### config.mk
export PLATFORM = sky130hd
export DESIGN_NAME = tartaruga_regfile
export DESIGN_NICKNAME = d
export VERILOG_FILES = /design/src/rtl/tartaruga_pkg.sv /design/src/rtl/tartaruga_scoreboard.sv /design/src/rtl/tartaruga_regfile.sv
export SDC_FILE = /design/constraint.sdc
export NUM_CORES = 2
export LEC_CHECK = 0
export CAP_MARGIN = 20
export CORE_AREA = 2 2 401 403
export DETAILED_ROUTE_END_ITERATION = 8
export DIE_AREA = 0 0 403 405
export SETUP_SLACK_MARGIN = 0.05
export SLEW_MARGIN = 20
export SYNTH_ARGS = -nofsm -noshare
export SYNTH_HDL_FRONTEND = slang
export SYNTH_SLANG_ARGS = --single-unit
### constraint.sdc
create_clock -name clk_i -period 3.7 [get_ports clk_i]
set_clock_uncertainty 0.2 [all_clocks]
set_input_delay 0.555 -clock clk_i [delete_from_list [all_inputs] [get_ports clk_i]]
set_output_delay 0.555 -clock clk_i [all_outputs]
set_load 0.02 [all_outputs]
### src/rtl/tartaruga_pkg.sv
// Shared tartaruga core types and default sizing.
package tartaruga_pkg;

  localparam int unsigned XLEN       = 32;
  localparam int unsigned REG_COUNT  = 32;
  localparam int unsigned REG_ADDR_W = $clog2(REG_COUNT);

  typedef logic [REG_ADDR_W-1:0] reg_addr_t;
  typedef logic [31:0]           bus32_t;

  // Writeback beat shared by the writeback stage and the register file.
  typedef struct packed {
    logic            valid;
    reg_addr_t       addr;
    logic [XLEN-1:0] data;
  } rf_wb_t;

endpackage

### src/rtl/tartaruga_scoreboard.sv
// Busy-bit scoreboard: pending-write tracking and RAW/WAW hazard detection.
module tartaruga_scoreboard #(
  parameter int unsigned REG_COUNT = 32,
  parameter int unsigned NUM_RD    = 2,
  parameter int unsigned BYPASS    = 1,
  parameter int unsigned ADDR_W    = $clog2(REG_COUNT)
) (
  input  logic                     clk_i,
  input  logic                     rst_i,
  input  logic [NUM_RD*ADDR_W-1:0] rd_addr_i,
  input  logic [NUM_RD-1:0]        rd_use_i,
  input  logic [ADDR_W-1:0]        dst_addr_i,
  input  logic                     dst_we_i,
  input  logic                     issue_i,
  input  logic                     wb_valid_i,
  input  logic [ADDR_W-1:0]        wb_addr_i,
  output logic [NUM_RD-1:0]        rd_busy_o,
  output logic                     hazard_o
);

  logic [REG_COUNT-1:0] busy_q;
  logic                 wb_clr;
  logic                 dst_busy;
  logic                 issue_set;
  logic [NUM_RD-1:0]    rd_busy;
  logic                 hazard;

  assign wb_clr = wb_valid_i && (wb_addr_i != '0);

  // Bit 0 is never set, so x0 reads as not busy without a special case.
  always_comb begin
    rd_busy  = '0;
    dst_busy = busy_q[dst_addr_i] &&
               !((BYPASS != 0) && wb_clr && (wb_addr_i == dst_addr_i));
    hazard   = dst_we_i && (dst_addr_i != '0) && dst_busy;
    for (int unsigned p = 0; p < NUM_RD; p++) begin
      rd_busy[p] = busy_q[rd_addr_i[p*ADDR_W +: ADDR_W]] &&
                   !((BYPASS != 0) && wb_clr &&
                     (wb_addr_i == rd_addr_i[p*ADDR_W +: ADDR_W]));
      hazard     = hazard | (rd_use_i[p] & rd_busy[p]);
    end
  end

  assign rd_busy_o = rd_busy;
  assign hazard_o  = hazard;
  assign issue_set = issue_i && dst_we_i && (dst_addr_i != '0) && !hazard;

  // Set is applied after clear so a same-cycle issue to the same register wins.
  always_ff @(posedge clk_i) begin
    if (rst_i) begin
      busy_q <= '0;
    end else begin
      if (wb_clr)    busy_q[wb_addr_i]  <= 1'b0;
      if (issue_set) busy_q[dst_addr_i] <= 1'b1;
    end
  end

endmodule

### src/rtl/tartaruga_regfile.sv
// Parametrised integer register file with busy-bit scoreboard and optional writeback bypass.
module tartaruga_regfile #(
  parameter int unsigned XLEN      = tartaruga_pkg::XLEN,
  parameter int unsigned REG_COUNT = tartaruga_pkg::REG_COUNT,
  parameter int unsigned NUM_RD    = 2,
  parameter int unsigned BYPASS    = 1,
  parameter int unsigned ADDR_W    = $clog2(REG_COUNT)
) (
  input  logic                     clk_i,
  input  logic                     rst_i,
  input  logic [NUM_RD*ADDR_W-1:0] rd_addr_i,
  input  logic [NUM_RD-1:0]        rd_use_i,
  output logic [NUM_RD*XLEN-1:0]   rd_data_o,
  output logic [NUM_RD-1:0]        rd_busy_o,
  input  logic [ADDR_W-1:0]        dst_addr_i,
  input  logic                     dst_we_i,
  output logic                     hazard_o,
  input  logic                     issue_i,
  input  logic                     wb_valid_i,
  input  logic [ADDR_W-1:0]        wb_addr_i,
  input  logic [XLEN-1:0]          wb_data_i
);

  logic [XLEN-1:0]   regs_q [REG_COUNT];
  logic              wb_we;
  logic [ADDR_W-1:0] ra;

  assign wb_we = wb_valid_i && (wb_addr_i != '0);

  always_ff @(posedge clk_i) begin
    if (rst_i) begin
      regs_q <= '{default: '0};
    end else if (wb_we) begin
      regs_q[wb_addr_i] <= wb_data_i;
    end
  end

  always_comb begin
    rd_data_o = '0;
    ra        = '0;
    for (int unsigned p = 0; p < NUM_RD; p++) begin
      ra = rd_addr_i[p*ADDR_W +: ADDR_W];
      if ((BYPASS != 0) && wb_we && (wb_addr_i == ra)) begin
        rd_data_o[p*XLEN +: XLEN] = wb_data_i;
      end else if (ra != '0) begin
        rd_data_o[p*XLEN +: XLEN] = regs_q[ra];
      end
    end
  end

  tartaruga_scoreboard #(
    .REG_COUNT (REG_COUNT),
    .NUM_RD    (NUM_RD),
    .BYPASS    (BYPASS),
    .ADDR_W    (ADDR_W)
  ) u_scoreboard (
    .clk_i      (clk_i),
    .rst_i      (rst_i),
    .rd_addr_i  (rd_addr_i),
    .rd_use_i   (rd_use_i),
    .dst_addr_i (dst_addr_i),
    .dst_we_i   (dst_we_i),
    .issue_i    (issue_i),
    .wb_valid_i (wb_valid_i),
    .wb_addr_i  (wb_addr_i),
    .rd_busy_o  (rd_busy_o),
    .hazard_o   (hazard_o)
  );

endmodule

==> Changelog: implementation <==
## Flow update

* Outcome: finished, final reports clean
* GPL Wtd Cong at 0.938
* Logic Gate Count at 4929
* Leakage at 22.9 nW
* Top-count cell post-synth: nand2_1
* R2r setup slk at 1.11 ns
* Initial Util at 0.348
* Logic area at 31900 um^2
* Setup crit start kind: input port
* Worst Path Arrival at 2.91 ns
* First-pass GRT wire length at 338000 um
* Slew @ Worst Pin at 1.09 ns
* Seq. cell area at 21100 um^2
* Largest net degree at the start of global routing at 185
* Commonest flop: dfxtp_1
* Post-layout min period at 3.67 ns
* Top cells, area: dfxtp_1, nand2_1, mux4_2
* Leading cell kind: multi-input combinational cells
* Worst Reg2Reg Path Length in Cells at 7
* Met1 usage at 0.346
* Root Driver: clkbuf_16
* R2R Path Start: u_scoreboard.busy_q[28]
* Yosys simple share at 0.166
* Clk_lat worst skew at 0.72 ns
* Log Warnings at 37
* Buffering overhead at 0.107
* Row Count at 147
* Critical path required time at 2.94 ns
* Setup TNS at 0 ns
* Vias in the first global route at 50946
* DR DRC count at 0
* Top Usage Layer GRT: met2
* Fillcell total at 15576
* Multiplexer share at 0.211
* Detail Route Antenna Nets at 0
* Hold-fix buffers at CTS at 0
* Final worst-path cycle share at 0.991
* Crit end category: primary output
* # Taps at 2086
* Layout Cells excl Fill at 8991
* Clock-pin slew of the registers on the worst-case setup and hold paths at 0.06 ns
* Main logic family: multiplexers
* CTS resizes at 119
* IO Pins at 126
* Placed cells at 8733
* Crit Path Max Fanout at 9
* Top cell area share at 0.382
* Vias per inst at 6.00
* Reg-to-reg endpoint: u_scoreboard.busy_q[31]
* Top reg by flops: regs_q
* Cells after Synth at 6702
* Async SR Flop Fraction at 0
* Synth unique cells at 50
* Yosys adder share at 0
* H-tree levels at 3
* Final setup violation count at 0
* Synth Cell Area at 55400 um^2
* Setup crit end: rd_data_o[37]
* Pwr Total at 27.5 mW
* Metal-1 WL at 90500 um
* Hold path startpoint: rst_i
* Total grt overflow at 0
* Most numerous logic cell after layout: nand2_1
* Most frequent cells in the layout: nand2_1, a21oi_1, dfxtp_1, buf_4, mux2i_1
* Top Layer Used: met5
* WL met3 at 21600 um
* Antenna violations before repair at 3
* Met2 capacity usage during global routing at 0.445
* Register bit count reported by yosys at 1056
* Max capacitance violation total at 0
* WHS Endpoint: regs_q[598]
* Number of non-clock buffers in the layout at 699
* Placed Area at 62000 um^2
* RSZ-0062 raised after global routing: yes
-- report_power, final --
part	internal, mW	switching, mW	leakage, nW
registers	11.5	0.0609	8.51
clock network	7.48	5.15	2.02
logic	1.27	2.13	12.3
-- stage by stage --
| stage | worst slack (ns) | hold slack (ns) |
|---|---|---|
| 2_1_floorplan | 0.438 | 0.242 |
| 3_3_place_gp | -0.402 | 0.248 |
| 3_5_place_dp | -0.384 | 0.256 |
| 4_1_cts | -0.0291 | 0.0219 |
| 5_1_grt | 0.0105 | 0.0736 |
| 6_report | 0.0331 | 0.0553 |
-- worst max-delay path: stages --
cell and delay (ns):
buf_4 0.22, nand2b_2 0.23, buf_4 0.15, buf_4 0.21, o21ai_0 0.12, a21oi_1 0.24, nor2_1 0.09, o211ai_1 0.55
a32o_1 0.36, buf_4 0.17
### Placement by cell class

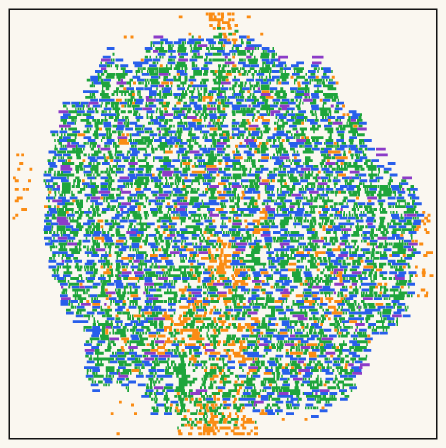
| class | colour | cells |
|---|---|---|
| registers | blue | 1056 |
| remaining buffers and delay cells | orange | 699 |
| remaining logic cells | green | 4933 |
| clock drivers and dummy loads | purple | 216 |
flop share of the area: 0.316
fin area: 67000 um^2

### Local utilization

The die is cut into 20 by 20 equal tiles; white is low, dark blue is high, 0 to 100% covered.
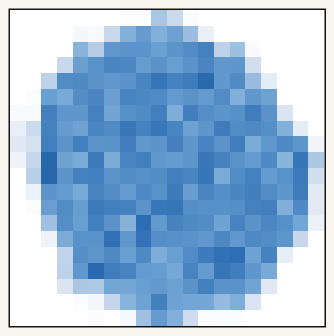
mean over tiles: 39%
emptiest ninth of the die: upper right
tiles over 75% full: 1.3%
fullest tile: 78%

### Metal 3

Bar = 100 um.
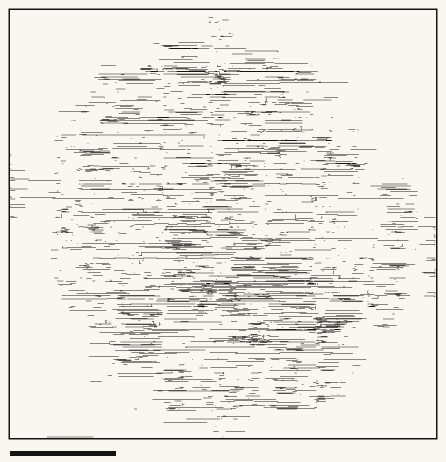
main direction: horizontal
longest straight run: 133 um
wire length on this layer: 21.6 mm
nets with wire on the layer: 691
WL final: 234000 um
GR Util met3: 0.0474
routed via count: 53931

Power and IR drop assume default switching activity.
